[src/rtl/alu_sched_pkg.sv]
// Shared types and constants for the ALU request scheduler.
// Build option ALU_SCHED_FIXED_PRIO_EN (used in alu_sched_arb) selects fixed priority arbitration.
package alu_sched_pkg;

    localparam int N_DEF = 4;
    localparam int W_DEF = 4;

    localparam logic ALU_OP_ADD = 1'b1;
    localparam logic ALU_OP_SUB = 1'b0;

    typedef enum logic [1:0] {
        IDLE = 2'd0,
        EXEC = 2'd1,
        CAPT = 2'd2,
        RESP = 2'd3
    } sched_state_e;

endpackage

[src/rtl/alu_sched_arb.sv]
// N-way request arbiter with a rotating start pointer.
// Build option ALU_SCHED_FIXED_PRIO_EN: when defined, the lowest valid index always wins
// and the pointer stays at 0. Otherwise it is round-robin, with the pointer moving past each winner.
module alu_sched_arb
    import alu_sched_pkg::*;
#(
    parameter int N = N_DEF,
    localparam int IDW = $clog2(N)
) (
    input  logic           clk,
    input  logic           rst,
    input  logic [N-1:0]   req,
    input  logic           advance,
    output logic [N-1:0]   grant,
    output logic [IDW-1:0] grant_idx
);

    logic [IDW-1:0] ptr_q;
    logic [IDW-1:0] ptr_d;
    logic           found;

    // Search starts at ptr_q and wraps. In fixed-priority builds ptr_q is always 0.
    always_comb begin
        grant     = '0;
        grant_idx = '0;
        found     = 1'b0;
        for (int i = 0; i < N; i++) begin
            if (!found && req[(int'(ptr_q) + i) % N]) begin
                found                        = 1'b1;
                grant[(int'(ptr_q) + i) % N] = 1'b1;
                grant_idx                    = IDW'((int'(ptr_q) + i) % N);
            end
        end
    end

    // Pointer moves to the slot after the winner when a grant is taken.
    always_comb begin
        ptr_d = ptr_q;
        if (advance && found) begin
`ifdef ALU_SCHED_FIXED_PRIO_EN
            ptr_d = '0;
`else
            ptr_d = (int'(grant_idx) == N - 1) ? '0 : grant_idx + 1'b1;
`endif
        end
    end

    // Pointer register.
    always_ff @(posedge clk or posedge rst) begin
        if (rst) begin
            ptr_q <= '0;
        end else begin
            ptr_q <= ptr_d;
        end
    end

endmodule

[src/rtl/alu_req_sched.sv]
// Shares one registered add/sub ALU among N requesters, with one operation in flight at a time.
// Build option ALU_SCHED_FIXED_PRIO_EN (see alu_sched_arb) selects fixed priority instead of round-robin.
//
//  state | meaning
//  IDLE  | waiting; the arbiter winner sees req_ready and its operands are latched
//  EXEC  | operand regs drive the ALU; the ALU registers Y at the end of this cycle
//  CAPT  | ALU result is latched into the response register
//  RESP  | response presented; held until rsp_ready
module alu_req_sched
    import alu_sched_pkg::*;
#(
    parameter int N = N_DEF,
    parameter int W = W_DEF,
    localparam int IDW = $clog2(N)
) (
    input  logic           clk,
    input  logic           rst,
    input  logic [N-1:0]   req_valid,
    output logic [N-1:0]   req_ready,
    input  logic [N*W-1:0] req_a,
    input  logic [N*W-1:0] req_b,
    input  logic [N-1:0]   req_ctrl,
    output logic [W-1:0]   alu_a,
    output logic [W-1:0]   alu_b,
    output logic           alu_control,
    input  logic [W-1:0]   alu_y,
    output logic           rsp_valid,
    input  logic           rsp_ready,
    output logic [W-1:0]   rsp_data,
    output logic [IDW-1:0] rsp_id,
    output logic           busy
);

    sched_state_e   state_q;
    sched_state_e   state_d;
    logic [N-1:0]   grant;
    logic [IDW-1:0] grant_idx;
    logic           accept;
    logic [W-1:0]   a_q;
    logic [W-1:0]   b_q;
    logic           ctrl_q;
    logic [IDW-1:0] id_q;
    logic [W-1:0]   rsp_data_q;

    alu_sched_arb #(.N(N)) u_arb (
        .clk       (clk),
        .rst       (rst),
        .req       (req_valid),
        .advance   (accept),
        .grant     (grant),
        .grant_idx (grant_idx)
    );

    // State register.
    always_ff @(posedge clk or posedge rst) begin
        if (rst) begin
            state_q <= IDLE;
        end else begin
            state_q <= state_d;
        end
    end

    // Next-state logic.
    always_comb begin
        state_d = state_q;
        unique case (state_q)
            IDLE:    if (|req_valid) state_d = EXEC;
            EXEC:    state_d = CAPT;
            CAPT:    state_d = RESP;
            RESP:    if (rsp_ready) state_d = IDLE;
            default: state_d = IDLE;
        endcase
    end

    // State-decoded outputs. req_ready is forced low while reset is asserted, even in IDLE.
    always_comb begin
        req_ready = '0;
        accept    = 1'b0;
        rsp_valid = 1'b0;
        busy      = 1'b1;
        unique case (state_q)
            IDLE: begin
                busy = 1'b0;
                if (!rst) begin
                    req_ready = grant;
                    accept    = |req_valid;
                end
            end
            RESP:    rsp_valid = 1'b1;
            default: ;
        endcase
    end

    // Operand/id capture on accept, and result capture in CAPT.
    always_ff @(posedge clk or posedge rst) begin
        if (rst) begin
            a_q        <= '0;
            b_q        <= '0;
            ctrl_q     <= ALU_OP_SUB;
            id_q       <= '0;
            rsp_data_q <= '0;
        end else begin
            if (accept) begin
                a_q    <= req_a[int'(grant_idx) * W +: W];
                b_q    <= req_b[int'(grant_idx) * W +: W];
                ctrl_q <= req_ctrl[grant_idx];
                id_q   <= grant_idx;
            end
            if (state_q == CAPT) begin
                rsp_data_q <= alu_y;
            end
        end
    end

    assign alu_a       = a_q;
    assign alu_b       = b_q;
    assign alu_control = ctrl_q;
    assign rsp_data    = rsp_data_q;
    assign rsp_id      = id_q;

endmodule

[config.mk]
export PLATFORM = sky130hd
export DESIGN_NAME = alu_req_sched
export DESIGN_NICKNAME = d
export VERILOG_FILES = /design/src/rtl/alu_sched_pkg.sv /design/src/rtl/alu_sched_arb.sv /design/src/rtl/alu_req_sched.sv
export SDC_FILE = /design/constraint.sdc
export NUM_CORES = 1
export LEC_CHECK = 0
export CAP_MARGIN = 15
export CORE_UTILIZATION = 30
export CTS_BUF_LIST = sky130_fd_sc_hd__clkbuf_16
export DETAILED_ROUTE_END_ITERATION = 6
export PLACE_DENSITY_LB_ADDON = 0.15
export SLEW_MARGIN = 5
export SYNTH_ARGS = -nofsm -noshare
export SYNTH_HDL_FRONTEND = slang
export SYNTH_SLANG_ARGS = --single-unit
[constraint.sdc]
create_clock -name clk -period 8.05 [get_ports clk]
set_input_delay 1.2075 -clock clk [delete_from_list [all_inputs] [get_ports clk]]
set_output_delay 1.2075 -clock clk [all_outputs]
set_load 0.02 [all_outputs]
run_1/ff_map.png
The bar under the picture is 20 µm long.
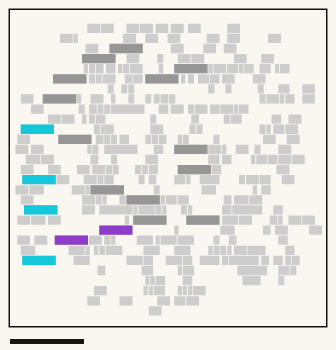
colour	signal	sequential cells
purple	`state_q`	2
cyan	`rsp_data`	4
not coloured	13
share of the final layout cell area in sequential cells: 0.170
Final Core Density: 0.429

run_1/class_map.png
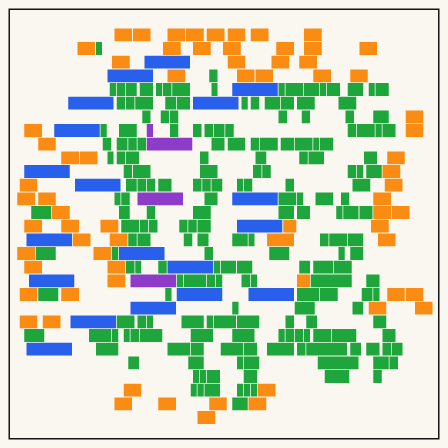
colour	class	cells	share of their area
green	remaining logic cells	206	54%
purple	clock drivers and dummy loads	4	2.9%
orange	remaining buffers and delay cells	70	26%
blue	registers	19	18%
post-route cell area: 2800 µm²
total number of placement rows: 29
CORE AREA: 6530 µm²

==> qor_table.md, run 1 <==
| Item | This run | Unit |
|:---|:---|:---|
| Worst setup SP type | input pin | - |
| DR iter-0 viols | 182 | - |
| Post-layout total power | 1.10 | mW |
| Number of cells on the critical path | 8 | - |
| Number of maximum-capacitance violations | 0 | - |
| Syn nets | 310 | - |
| Final GP Congestion | 0.784 | - |
| Number of buffer and inverter stages on the critical path | 2 | - |
| CP peak stage delay | 0.67 | ns |
| Share of final-layout standard cells stronger than drive strength 1 | 0.0736 | - |
| Number of instances resized during post-cts repair | 0 | - |
| Wire length of the first global-routing pass | 10,400 | µm |
| Cell count after synthesis | 252 | - |
| Tally of unique sky130hd cells used after synthesis | 40 | - |
| Number of cell instances after yosys synthesis | 252 | - |
| Largest driver fanout on the critical path | 23 | - |
| TritonCTS buffer count | 3 | - |
| Pin count of the biggest net entering global routing | 54 | - |
| Launch point of the worst path | req_valid[2] | - |
| Stage-log warning count | 35 | - |
| Gate power share | 0.742 | - |
| Total overflow reported by the global router | 0 | - |
| Post-Synth Adder-Cell Area | 0.0663 | - |
| Power of the sequential group | 0.181 | mW |
| Chip area estimate from yosys synthesis | 2080 | µm² |
| Power in combinational cells | 0.818 | mW |
| Most common library cell in the layout ignoring fill and taps | sky130_fd_sc_hd__clkdlybuf4s50_1 | - |
| H-tree depth reported by CTS | 1 | - |
| Pwr/cell area | 394 | nW/µm² |
| Destination of the worst hold path | rsp_id[1] | - |
| Clock group total power | 0.105 | mW |
| Min Clock Period, post-route | 5.23 | ns |
| Die outline width | 85.2 | µm |
| Data arrival time of the critical path | 4.02 | ns |
| Vias in the first global route | 2,033 | - |
| Startpoint of the most critical register-to-register path | u_arb.ptr_q[0] | - |
| Setup repair after global routing missed its margin | no | - |
| Clk Latency, worst-skew pair | 0.26 | ns |
| Outcome | complete, no violations | - |
| Diode count | 0 | - |
| Number of slew-limit violations in the final report | 0 | - |
| Root Buffer | sky130_fd_sc_hd__clkbuf_16 | - |
| Number of nets with antenna violations after detailed routing | 0 | - |
| Depth of the worst register-to-register path | 10 | - |
| Leakage component of the power | 1.03 | nW |
| Number of placed I/O pins | 68 | - |
| DRC violation count after routing | 0 | - |
| Post-synthesis cell area | 2080 | µm² |
| Number of iterations in the first detailed-routing pass | 4 | - |
| Net Sw Power | 0.550 | mW |
| Area fraction in and, or, nand and nor cells | 0.174 | - |
| Fin Hold WS | 0.492 | ns |
| Synth-to-Final Area Change | 35.0 | % |
| Post-synthesis share of cell area spent on and-or and or-and gates | 0.356 | - |
| Initial antenna violation count | 0 | - |
| RR Endpoint | alu_a[3] | - |
| Category of the worst setup path capture point | output pin | - |
| Share of the clock period used by the worst path | 0.649 | - |
| Post-synthesis sequential area ratio | 0.229 | - |
| Highest clock rate | 0.191 | GHz |
| Starting density of the core | 0.318 | - |
| Slowest CP cell | sky130_fd_sc_hd__mux4_2 | - |
| Number of endpoints failing setup at the final stage | 0 | - |
| Worst-case headroom to the max-slew limit | 0.451 | - |
| Worst endpoint required time | 6.84 | ns |
| Chain of cells forming the critical path | clkdlybuf4s50_1 -> mux4_2 -> nor2b_4 -> a22oi_1 -> nor2_1 -> a221oi_1 -> nor2_1 -> clkdlybuf4s50_1 | - |
| Switching power as a share of total power | 0.499 | - |
| CTS Buffer Depth | 2 | - |
| Worst-case clock skew | 0.00364 | ns |
| Share of total power in the clock network | 0.095 | - |
| Clock slew seen by the registers of the worst setup and hold paths | 0.05 | ns |
| Final setup margin | 2.82 | ns |
| Most numerous logic cells after layout | 67 x sky130_fd_sc_hd__clkdlybuf4s50_1, 23 x sky130_fd_sc_hd__o21ai_0, 21 x sky130_fd_sc_hd__nor2_1, 20 x sky130_fd_sc_hd__nand3_1, 19 x sky130_fd_sc_hd__dfrtp_1 | - |
| Number of instances in the placed design | 371 | - |
| Dominant combinational cell family by area after synthesis | AND-OR/OR-AND gates | - |
| Xor and xnor area share after synthesis | 0.0127 | - |
| Synthesized area per cell | 8.24 | µm² |
| HPWL after DPL | 4320 | µm |
| Transition time of the tightest slew-check pin | 0.823 | ns |
| Port buffer count | 67 | - |
| Internal power component | 0.553 | mW |
| Family of cells with the greatest summed delay on the critical path | buffers and inverters | - |
| Per-cell via count in the routed design | 5.81 | - |
| Setup TNS | 0 | ns |
| Part of the power in registers | 0.164 | - |
| Reg-to-reg setup timing slack | 4.45 | ns |
| Total placed instance area | 2710 | µm² |
| Post-Place Setup Slack | 2.85 | ns |
| Top power group | combinational cells | - |
| Nets | 358 | - |
| Post-CTS Hold Fix Bufs | 0 | - |
| Clock tree from TritonCTS | done | - |
| Peak VDD IR | 156 | µV |
| Yosys Warn Count | 0 | - |
| Buffer count from post-CTS setup fixing | 0 | - |
| Die height | 85.2 | µm |
| Sink Count | 19 | - |
| Worst min-delay path class | flip-flop to flip-flop | - |
| Routed len/inst | 17.3 | µm |
| Startpoint of the tightest hold check path | rsp_id[1] | - |
| Worst hold path depth | 2 | - |
| Endpoint of the worst setup timing path | req_ready[1] | - |
| Synthesized registers | 19 | - |
| Multiplexer area fraction after synthesis | 0.0796 | - |
| Overall routing resource usage | 0.180 | - |
| Area enclosed by the die boundary | 7260 | µm² |
| Critical path type | input pin to output pin | - |
| Final Hold Violating Endpoints | 0 | - |
run_1/m3.png
The bar under the picture is 20 µm long.
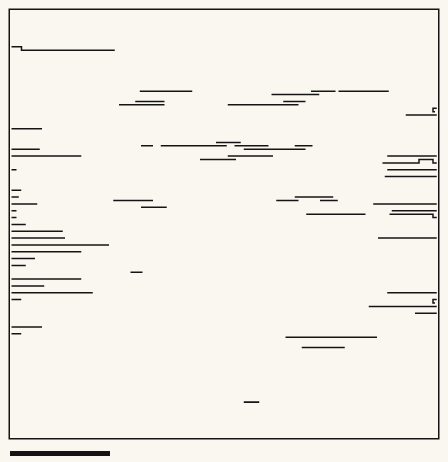
longest straight run	19.1 µm
nets with wire on the layer	50
main direction	horizontal
wire length on this layer	473 µm
Total Wirelength: 6500 µm
total number of vias: 2,184
GR Util met3: 0.0321

run_1/placed.png
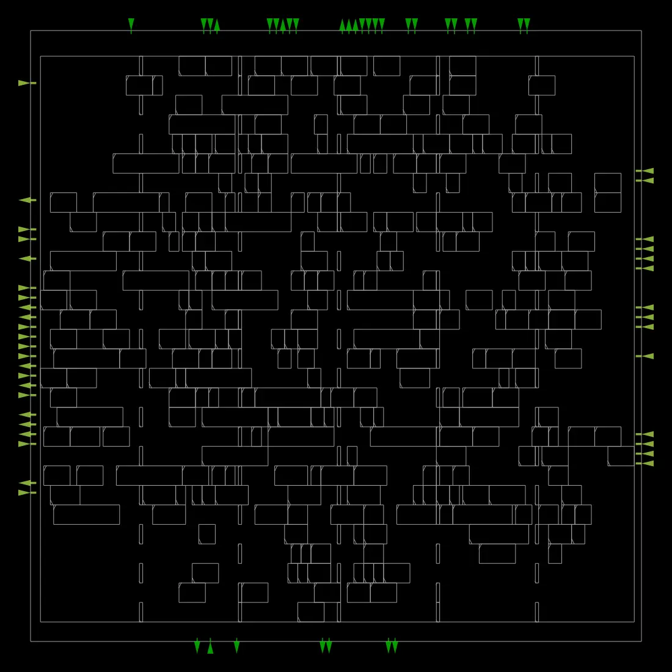
Non-Filler Instances: 376
sequential cell count: 19
layout filler cell count: 649

-- run 1: flip-flops by register name (all words and copies together), names as in the netlist --
| signal | count |
|---|---|
| state_q | 2 |
| alu_a | 4 |
| alu_b | 4 |
| alu_control | 1 |
| u_arb.ptr_q | 2 |
| rsp_id | 2 |
| rsp_data | 4 |
-- run 1: worst min-delay path, cell delays in order, from the launching register on --
cell                      delay, ns
sky130_fd_sc_hd__dfrtp_1       0.35
sky130_fd_sc_hd__nand2_1       0.05
sky130_fd_sc_hd__o21ai_0       0.06
-- run 1: Yosys cell counts --
library cell                 n  share of area
sky130_fd_sc_hd__nor4_2      1         0.0060
sky130_fd_sc_hd__buf_2       8          0.019
sky130_fd_sc_hd__a21boi_1   11          0.040
sky130_fd_sc_hd__o22ai_1     1         0.0030
sky130_fd_sc_hd__a22oi_1     4          0.014
sky130_fd_sc_hd__nand3_1    20          0.048
sky130_fd_sc_hd__nor2_1     21          0.038
sky130_fd_sc_hd__a311o_1    18          0.087
sky130_fd_sc_hd__dfrtp_1    19           0.23
sky130_fd_sc_hd__xnor2_1     3          0.013
sky130_fd_sc_hd__nand2b_1    2         0.0060
sky130_fd_sc_hd__mux2i_1     3          0.014
sky130_fd_sc_hd__o21ai_0    23          0.055
sky130_fd_sc_hd__a221oi_1    4          0.017
sky130_fd_sc_hd__or4_1       1         0.0036
sky130_fd_sc_hd__o21ai_1     1         0.0024
sky130_fd_sc_hd__ha_1       11          0.066
sky130_fd_sc_hd__buf_4       2         0.0072
sky130_fd_sc_hd__o31ai_1     1         0.0036
sky130_fd_sc_hd__a2111oi_2   1         0.0072
sky130_fd_sc_hd__nand2b_4    1         0.0066
sky130_fd_sc_hd__buf_6       4          0.022
sky130_fd_sc_hd__a31oi_1     9          0.027
sky130_fd_sc_hd__and3b_1     1         0.0042
sky130_fd_sc_hd__mux2_2      6          0.033
sky130_fd_sc_hd__nor3_1      1         0.0024
sky130_fd_sc_hd__clkbuf_1   13          0.024
sky130_fd_sc_hd__nor3b_1     2         0.0072
sky130_fd_sc_hd__o32a_1      1         0.0048
sky130_fd_sc_hd__nor2b_1     2         0.0060
sky130_fd_sc_hd__nor2b_4     1         0.0066
sky130_fd_sc_hd__a311oi_1    9          0.038
sky130_fd_sc_hd__nor2_2      1         0.0030
sky130_fd_sc_hd__a21boi_0    7          0.025
sky130_fd_sc_hd__inv_1       6          0.011
sky130_fd_sc_hd__a21oi_1    13          0.031
sky130_fd_sc_hd__nand2_1    15          0.027
sky130_fd_sc_hd__or2_2       1         0.0030
sky130_fd_sc_hd__mux4_2      3          0.033
sky130_fd_sc_hd__nor2_4      1         0.0054
-- run 1: final cells by class --
cell class                      count  area [µm²]  area share
Clock inverter                      1        3.75     0.00134
Multi-Input combinational cell    200        1430       0.510
Sequential cell                    19         475       0.170
Timing Repair Buffer               70         701       0.250
Tap cell                           77        96.3      0.0344
Clock buffer                        3        75.1      0.0268
Inverter                            6        22.5     0.00804
-- run 1: per-layer routing --
metal	up-vias	part of all wire	GRT usage
met5	-	0	0
met4	0	0.0085	0.0416
met3	5	0.073	0.0321
met2	88	0.45	0.276
met1	1032	0.47	0.263
li1	1059	-	-
run_1/util_map.png
9 x 9 tiles, from white (low) to dark blue (high), 0 to 100% covered.
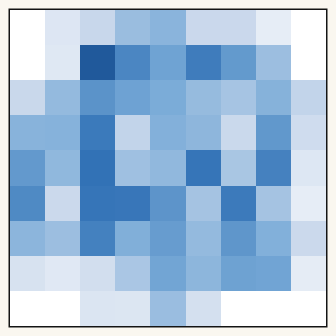

==> run 2: changes to the inputs <==
- clock period: 8.05 -> 4.5 ns (I/O delays scaled with it)
run_2/util_map.png
9 x 9 tiles, from white (low) to dark blue (high), 0 to 100% covered.
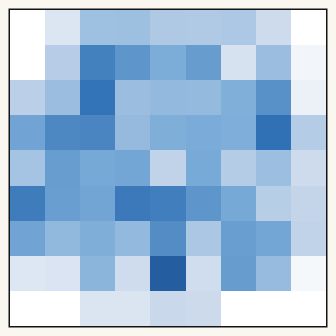
nearly empty tiles	9.9%
tiles over 75% full	1.2%
mean over tiles	37%
starting density of the core: 0.318
Final Core Density: 0.430

==> qor_table.md, run 2 <==
| Item | This run | Unit | Delta |
|:---|:---|:---|:---|
| Per-cell via count in the routed design | 5.75 | - | -1.0% |
| Nets | 360 | - | +0.56% |
| Worst endpoint required time | 3.83 | ns | -3.01 ns |
| Peak VDD IR | 273 | µV | +76% |
| Synthesized area per cell | 8.24 | µm² | unchanged |
| Stage-log warning count | 35 | - | unchanged |
| Diode count | 0 | - | unchanged |
| Number of nets with antenna violations after detailed routing | 0 | - | unchanged |
| Sink Count | 19 | - | unchanged |
| Clk Latency, worst-skew pair | 0.25 | ns | about the same |
| Fin Hold WS | 0.487 | ns | -0.00470 ns |
| Critical path type | flip-flop to output pin | - |  |
| Post-synthesis cell area | 2080 | µm² | unchanged |
| Min Clock Period, post-route | 3.88 | ns |  |
| DRC violation count after routing | 0 | - | unchanged |
| Syn nets | 310 | - | unchanged |
| Initial antenna violation count | 0 | - | unchanged |
| Vias in the first global route | 2,062 | - | +1.4% |
| Highest clock rate | 0.258 | GHz |  |
| Final GP Congestion | 0.776 | - | -1.0% |
| Die height | 85.2 | µm | unchanged |
| Synthesized registers | 19 | - | unchanged |
| DR iter-0 viols | 164 | - | -9.9% |
| Share of the clock period used by the worst path | 0.862 | - |  |
| Top post-synthesis cells by area | sky130_fd_sc_hd__dfrtp_1 23%, sky130_fd_sc_hd__a311o_1 8.7%, sky130_fd_sc_hd__ha_1 6.6% | - |  |
| Buffer count from post-CTS setup fixing | 0 | - | unchanged |
| Post-route cell area | 2810 | µm² | +0.27% |
| Share of final-layout standard cells stronger than drive strength 1 | 0.0797 | - | +0.00616 |
| Tally of unique sky130hd cells used after synthesis | 40 | - | unchanged |
| CTS Buffer Depth | 2 | - | unchanged |
| Share of async-settable or async-resettable flops after synthesis | 1.00 | - | unchanged |
| Worst-case headroom to the max-slew limit | 0.532 | - | +0.0809 |
| Cell type with the largest total area after synthesis | sky130_fd_sc_hd__dfrtp_1 | - |  |
| Category of the worst setup path capture point | output pin | - |  |
| Root Buffer | sky130_fd_sc_hd__clkbuf_16 | - |  |
| Post-CTS Hold Fix Bufs | 0 | - | unchanged |
| Fraction of synthesized cell area taken by the top area cell type | 0.229 | - | unchanged |
| Transition time of the tightest slew-check pin | 0.700 | ns | -0.123 ns |
| Overall routing resource usage | 0.179 | - | -0.00108 |
| Setup repair after global routing missed its margin | no | - |  |
| Final Hold Violating Endpoints | 0 | - | unchanged |
| Total number of placement rows | 29 | - | unchanged |
| CORE AREA | 6530 | µm² | unchanged |
| Port buffer count | 67 | - | unchanged |
| Most common library cell in the layout ignoring fill and taps | sky130_fd_sc_hd__clkdlybuf4s50_1 | - |  |
| Count of flip-flops with a built-in enable after synthesis | 0 | - | unchanged |
| Total overflow reported by the global router | 0 | - | unchanged |
| Yosys Warn Count | 0 | - | unchanged |
| H-tree depth reported by CTS | 1 | - | unchanged |
| Chip area estimate from yosys synthesis | 2080 | µm² | unchanged |
| Number of placed I/O pins | 68 | - | unchanged |
| Outcome | complete, no violations | - |  |
| HPWL after DPL | 4300 | µm | -0.47% |
| Pin count of the biggest net entering global routing | 43 | - | -20% |
| TritonCTS buffer count | 3 | - | unchanged |
| Number of maximum-capacitance violations | 0 | - | unchanged |
| Cell with the most instances after synthesis | sky130_fd_sc_hd__o21ai_0 | - |  |
| Data arrival time of the critical path | 3.20 | ns | -0.82 ns |
| Number of cell instances after yosys synthesis | 252 | - | unchanged |
| Number of endpoints failing setup at the final stage | 0 | - | unchanged |
| Worst setup SP type | flip-flop | - |  |
| Total Wirelength | 6400 | µm | -1.4% |
| Total number of vias | 2,173 | - | -0.50% |
| Worst-case clock skew | 0.00511 | ns | +0.00147 ns |
| Pwr/cell area | 700 | nW/µm² | +78% |
| Wire length of the first global-routing pass | 10,400 | µm | about the same |
| Number of instances resized during post-cts repair | 0 | - | unchanged |
| Setup TNS | 0 | ns | unchanged |
| Area enclosed by the die boundary | 7260 | µm² | unchanged |
| Number of iterations in the first detailed-routing pass | 5 | - | +1 |
| Cell count after synthesis | 252 | - | unchanged |
| Ys flop type | sky130_fd_sc_hd__dfrtp_1 | - |  |
| Commonest cells in the netlist | 23 x sky130_fd_sc_hd__o21ai_0, 21 x sky130_fd_sc_hd__nor2_1, 20 x sky130_fd_sc_hd__nand3_1, 19 x sky130_fd_sc_hd__dfrtp_1, 18 x sky130_fd_sc_hd__a311o_1 | - |  |
| Clock tree from TritonCTS | done | - |  |
| Most numerous logic cells after layout | 67 x sky130_fd_sc_hd__clkdlybuf4s50_1, 23 x sky130_fd_sc_hd__o21ai_0, 21 x sky130_fd_sc_hd__nor2_1, 20 x sky130_fd_sc_hd__nand3_1, 19 x sky130_fd_sc_hd__dfrtp_1 | - |  |
| Leakage component of the power | 1.04 | nW | +0.73% |
| Die outline width | 85.2 | µm | unchanged |
| Total placed instance area | 2730 | µm² | +0.83% |
| Post-synthesis sequential area ratio | 0.229 | - | unchanged |
| Synth-to-Final Area Change | 35.4 | % |  |
| Clock slew seen by the registers of the worst setup and hold paths | 0.05 | ns | about the same |
| Number of slew-limit violations in the final report | 0 | - | unchanged |
| Routed len/inst | 16.9 | µm | -1.9% |
| Worst min-delay path class | flip-flop to flip-flop | - |  |
| Largest driver fanout on the critical path | 12 | - | -48% |
run_2/placed.png
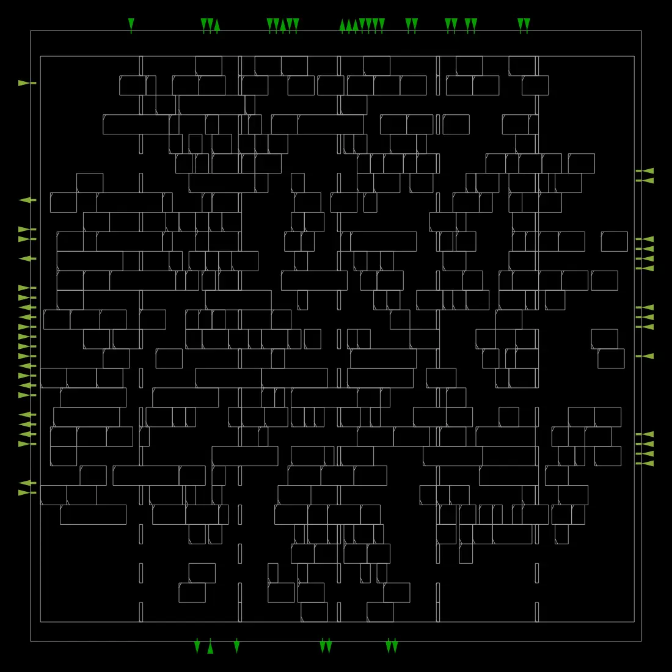
tap cells: 77
share of the final layout cell area in sequential cells: 0.169
Non-Filler Instances: 378

==> run 2: cell count changes in the layout (fill, tap and decap cells not counted), sizes merged <==
cell  before  now
buf        3    5
==> run 2: layout make-up <==
cell class                      instances  area, µm²
Sequential cell                        19        475
Multi-Input combinational cell        200       1430
Inverter                                6       22.5
Clock buffer                            3       75.1
Clock inverter                          1       3.75
Fill cell                             655       3720
Timing Repair Buffer                   72        708
Tap cell                               77       96.3
==> run 2: final timing paths <==
check	startpoint	to	slack, ns	cells past startpoint
max	u_arb.ptr_q[0]	req_ready[1]	0.62	8
min	rsp_id[1]	rsp_id[1]	0.49	2
max reg2reg	u_arb.ptr_q[0]	alu_a[2]	1.14	10
min reg2reg	rsp_id[1]	rsp_id[1]	0.49	2
max in group asynchronous	rst	rsp_id[1]	3.52	3
min in group asynchronous	rst	alu_control	0.75	3
==> run 2: cell families (layout without fill, tap and decap cells) <==
family,count (synthesis),after routing,synth area share
flops,19,19,0.229
xor+xnor,3,3,0.0127
buf+inv,33,82,0.0826
simple gates,71,71,0.174
compound gates,103,103,0.356
mux,12,12,0.0796
fa+ha+maj,11,11,0.0663
==> run 2: routing by layer <==
| layer | vias up | share of wire | GRT usage |
|---|---|---|---|
| met5 | - | 0 | 0 |
| met4 | 0 | 0.0086 | 0.0416 |
| met3 | 5 | 0.057 | 0.0263 |
| met2 | 73 | 0.45 | 0.272 |
| met1 | 1037 | 0.49 | 0.266 |
| li1 | 1058 | - | - |
==> run 2: where the power goes <==
part	internal, mW	switching [mW]	total (mW)	leakage, nW
Clock	0.118	0.0650	0.183	0.0423
Sequential	0.259	0.0803	0.339	0.220
Combinational	0.611	0.833	1.44	0.776
Total	0.988	0.979	1.97	1.04
==> run 2: critical path, stage by stage, from the launching register on <==
cell                              delay (ns)
sky130_fd_sc_hd__dfrtp_1                0.60
sky130_fd_sc_hd__inv_1                  0.21
sky130_fd_sc_hd__ha_1                   0.45
sky130_fd_sc_hd__nor3b_1                0.23
sky130_fd_sc_hd__a21oi_1                0.06
sky130_fd_sc_hd__o31ai_1                0.50
sky130_fd_sc_hd__a221oi_1               0.18
sky130_fd_sc_hd__nor2_1                 0.12
sky130_fd_sc_hd__clkdlybuf4s50_1        0.61
==> run 2: through the flow <==
| step | total power, mW | instances | setup slack (ns) |
|---|---|---|---|
| after floorplan | 1.39 | 252 | 0.540 |
| final | 1.97 | 378 | 0.620 |
| after detailed placement | 1.78 | 374 | 0.706 |
| after global placement | 1.77 | 374 | 0.724 |
| after global routing | 2.13 | 378 | 0.259 |
| after CTS | 1.97 | 378 | 0.564 |
==> run 3: changes to the inputs <==
- SKIP_CTS_REPAIR_TIMING: not set -> 1
run_3/m3.png
The bar under the picture is 20 µm long.
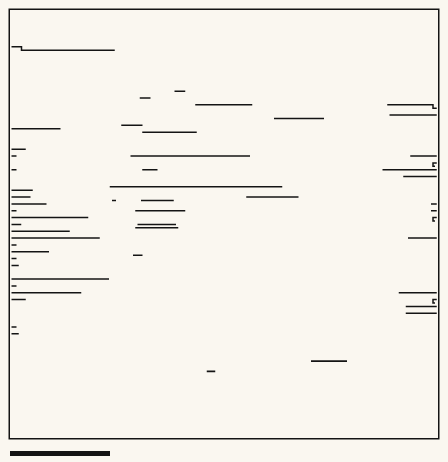
main direction	horizontal
nets with wire on the layer	49
GR Util met3: 0.0263
total number of vias: 2,173
Total Wirelength: 6400 µm

run_3/placed.png
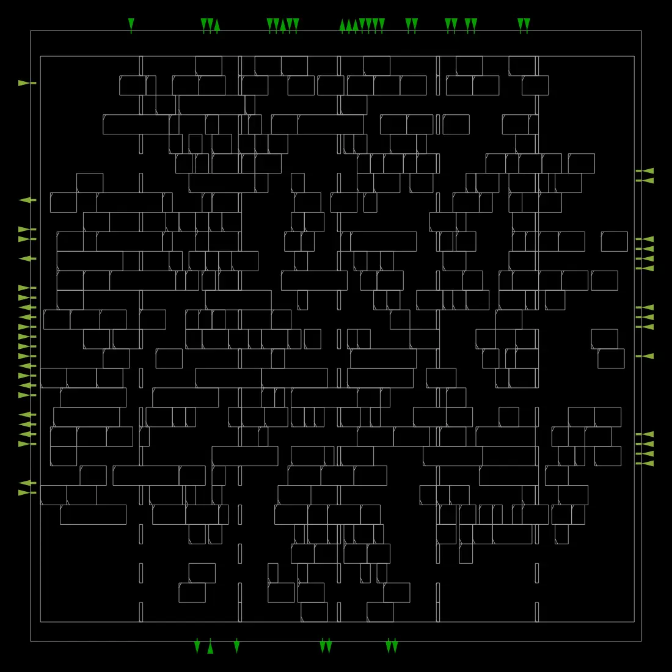
layout filler cell count: 655

==> qor_table.md, run 3 <==
| Item | This run | Unit | Delta |
|:---|:---|:---|:---|
| Port buffer count | 67 | - | unchanged |
| Number of placed I/O pins | 68 | - | unchanged |
| Depth of the worst register-to-register path | 10 | - | unchanged |
| Commonest cells in the netlist | 23 x sky130_fd_sc_hd__o21ai_0, 21 x sky130_fd_sc_hd__nor2_1, 20 x sky130_fd_sc_hd__nand3_1, 19 x sky130_fd_sc_hd__dfrtp_1, 18 x sky130_fd_sc_hd__a311o_1 | - |  |
| Pin count of the biggest net entering global routing | 43 | - | unchanged |
| Syn nets | 310 | - | unchanged |
| Number of buffer and inverter stages on the critical path | 2 | - | unchanged |
| Worst hold path depth | 2 | - | unchanged |
| Total overflow reported by the global router | 0 | - | unchanged |
| Cell with the most instances after synthesis | sky130_fd_sc_hd__o21ai_0 | - |  |
| Clk Latency, worst-skew pair | 0.25 | ns | about the same |
| Number of slew-limit violations in the final report | 0 | - | unchanged |
| Multiplexer area fraction after synthesis | 0.0796 | - | unchanged |
| Number of endpoints failing setup at the final stage | 0 | - | unchanged |
| Family of cells with the greatest summed delay on the critical path | buffers and inverters | - |  |
| CTS Buffer Depth | 2 | - | unchanged |
| Fraction of synthesized cell area taken by the top area cell type | 0.229 | - | unchanged |
| Post-synthesis share of cell area spent on and-or and or-and gates | 0.356 | - | unchanged |
| Starting density of the core | 0.318 | - | unchanged |
| Most numerous logic cells after layout | 67 x sky130_fd_sc_hd__clkdlybuf4s50_1, 23 x sky130_fd_sc_hd__o21ai_0, 21 x sky130_fd_sc_hd__nor2_1, 20 x sky130_fd_sc_hd__nand3_1, 19 x sky130_fd_sc_hd__dfrtp_1 | - |  |
| Final Hold Violating Endpoints | 0 | - | unchanged |
| Non-Filler Instances | 378 | - | unchanged |
| Tally of unique sky130hd cells used after synthesis | 40 | - | unchanged |
| Highest clock rate | 0.258 | GHz | unchanged |
| Post-layout total power | 1.97 | mW | unchanged |
| Initial antenna violation count | 0 | - | unchanged |
| Area fraction in and, or, nand and nor cells | 0.174 | - | unchanged |
| Number of instances in the placed design | 374 | - | unchanged |
| Share of async-settable or async-resettable flops after synthesis | 1.00 | - | unchanged |
| Cell count after synthesis | 252 | - | unchanged |
| Die height | 85.2 | µm | unchanged |
| CORE AREA | 6530 | µm² | unchanged |
| Overall routing resource usage | 0.179 | - | unchanged |
| Xor and xnor area share after synthesis | 0.0127 | - | unchanged |
| Post-Synth Adder-Cell Area | 0.0663 | - | unchanged |
| Largest driver fanout on the critical path | 12 | - | unchanged |
| Final GP Congestion | 0.776 | - | unchanged |
| Area enclosed by the die boundary | 7260 | µm² | unchanged |
| Routed len/inst | 16.9 | µm | unchanged |
| Worst-case clock skew | 0.00511 | ns | unchanged |
| Outcome | complete, no violations | - |  |
| Category of the worst setup path capture point | output pin | - |  |
| Fin Hold WS | 0.487 | ns | unchanged |
| Vias in the first global route | 2,062 | - | unchanged |
| Most common library cell in the layout ignoring fill and taps | sky130_fd_sc_hd__clkdlybuf4s50_1 | - |  |
| Synthesized registers | 19 | - | unchanged |
| Peak VDD IR | 273 | µV | unchanged |
| Sink Count | 19 | - | unchanged |
| Worst setup SP type | flip-flop | - |  |
| Die outline width | 85.2 | µm | unchanged |
| Stage-log warning count | 35 | - | unchanged |
| Worst min-delay path class | flip-flop to flip-flop | - |  |
| CP peak stage delay | 0.61 | ns | about the same |
| Synthesized area per cell | 8.24 | µm² | unchanged |
| Number of nets with antenna violations after detailed routing | 0 | - | unchanged |
| Chip area estimate from yosys synthesis | 2080 | µm² | unchanged |
| Pwr/cell area | 700 | nW/µm² | unchanged |
| Cell type with the largest total area after synthesis | sky130_fd_sc_hd__dfrtp_1 | - |  |
| Share of the clock period used by the worst path | 0.862 | - | unchanged |
| Total number of placement rows | 29 | - | unchanged |
| Final setup margin | 0.620 | ns | unchanged |
| H-tree depth reported by CTS | 1 | - | unchanged |
| Leakage component of the power | 1.04 | nW | unchanged |
| Min Clock Period, post-route | 3.88 | ns | unchanged |
| Top post-synthesis cells by area | sky130_fd_sc_hd__dfrtp_1 23%, sky130_fd_sc_hd__a311o_1 8.7%, sky130_fd_sc_hd__ha_1 6.6% | - |  |
| Clock slew seen by the registers of the worst setup and hold paths | 0.05 | ns | about the same |
| Root Buffer | sky130_fd_sc_hd__clkbuf_16 | - |  |
| Worst-case headroom to the max-slew limit | 0.532 | - | unchanged |
| Post-synthesis cell area | 2080 | µm² | unchanged |
| DR iter-0 viols | 164 | - | unchanged |
| Dominant combinational cell family by area after synthesis | AND-OR/OR-AND gates | - |  |
| Ys flop type | sky130_fd_sc_hd__dfrtp_1 | - |  |
| Number of maximum-capacitance violations | 0 | - | unchanged |
| Setup TNS | 0 | ns | unchanged |
| Number of iterations in the first detailed-routing pass | 5 | - | unchanged |
| DRC violation count after routing | 0 | - | unchanged |
| Setup repair after global routing missed its margin | no | - |  |
| Nets | 360 | - | unchanged |
| Share of final-layout standard cells stronger than drive strength 1 | 0.0797 | - | unchanged |
| Clock tree from TritonCTS | done | - |  |
| Count of flip-flops with a built-in enable after synthesis | 0 | - | unchanged |
| Chain of cells forming the critical path | inv_1 -> ha_1 -> nor3b_1 -> a21oi_1 -> o31ai_1 -> a221oi_1 -> nor2_1 -> clkdlybuf4s50_1 | - |  |
| Number of cells on the critical path | 8 | - | unchanged |
| Synth-to-Final Area Change | 35.4 | % | unchanged |
| Post-synthesis sequential area ratio | 0.229 | - | unchanged |
| Data arrival time of the critical path | 3.20 | ns | about the same |
| TritonCTS buffer count | 3 | - | unchanged |
| Post-Place Setup Slack | 0.706 | ns | unchanged |
| Number of cell instances after yosys synthesis | 252 | - | unchanged |
| Yosys Warn Count | 0 | - | unchanged |
| Slowest CP cell | sky130_fd_sc_hd__clkdlybuf4s50_1 | - |  |
| HPWL after DPL | 4300 | µm | unchanged |
| Worst endpoint required time | 3.83 | ns | about the same |
| Per-cell via count in the routed design | 5.75 | - | unchanged |
| Transition time of the tightest slew-check pin | 0.700 | ns | unchanged |
| Wire length of the first global-routing pass | 10,400 | µm | unchanged |
| Critical path type | flip-flop to output pin | - |  |
| Diode count | 0 | - | unchanged |
-- run 3: cell counts in the layout (fill, tap and decap cells not counted) --
Identical to the previous run, type by type.
-- run 3: final timing paths --
check / from / to / slack, ns
worst max-delay path: u_arb.ptr_q[0] / req_ready[1] / 0.62
worst min-delay path: rsp_id[1] / rsp_id[1] / 0.49
worst max register to register: u_arb.ptr_q[0] / alu_a[2] / 1.14
worst min register to register: rsp_id[1] / rsp_id[1] / 0.49
max in group asynchronous: rst / rsp_id[1] / 3.52
min in group asynchronous: rst / alu_control / 0.75
-- run 3: power by group --
group	total (mW)	internal [mW]	switching [mW]	leakage, nW
registers	0.339	0.259	0.0803	0.220
logic	1.44	0.611	0.833	0.776
clock network	0.183	0.118	0.0650	0.0423
total	1.97	0.988	0.979	1.04
-- run 3: layout make-up --
type,count,area [µm²],area share
multi-input cells,200,1430,0.508
repair buffers,72,708,0.252
flip-flops and latches,19,475,0.169
well taps,77,96.3,0.0343
clock buffers,3,75.1,0.0267
inverters,6,22.5,0.00801
clock inverters,1,3.75,0.00134
-- run 3: logic make-up (layout without fill, tap and decap cells) --
family	count (synthesis)	in the layout
AOI/OAI and AO/OA	103	103
and+or+nand+nor	71	71
buffers and inverters	33	82
DFF	19	19
muxes	12	12
adders and majority gates	11	11
xor gates and xnor gates	3	3
-- run 3: worst min-delay path: stages, from the launching register on --
cell                      delay [ns]
sky130_fd_sc_hd__dfrtp_1        0.34
sky130_fd_sc_hd__nand2_1        0.05
sky130_fd_sc_hd__o21ai_0        0.06
-- run 3: stage by stage --
step / instance area [µm²] / util
final: 2810 / 0.430
after global placement: 2730 / 0.418
after floorplan: 2080 / -
after global routing: 2810 / 0.430
after detailed placement: 2730 / 0.418
after CTS: 2810 / 0.430
-- run 3: layer usage --
metal / up-vias / global-route usage / routed length (µm) / part of all wire
li1: 1058 / - / - / -
met1: 1037 / 0.266 / 3110 / 0.49
met2: 73 / 0.272 / 2870 / 0.45
met3: 5 / 0.0263 / 364 / 0.057
met4: 0 / 0.0416 / 55 / 0.0086
met5: - / 0 / 0 / 0
Power is estimated from default activity; no workload was simulated.
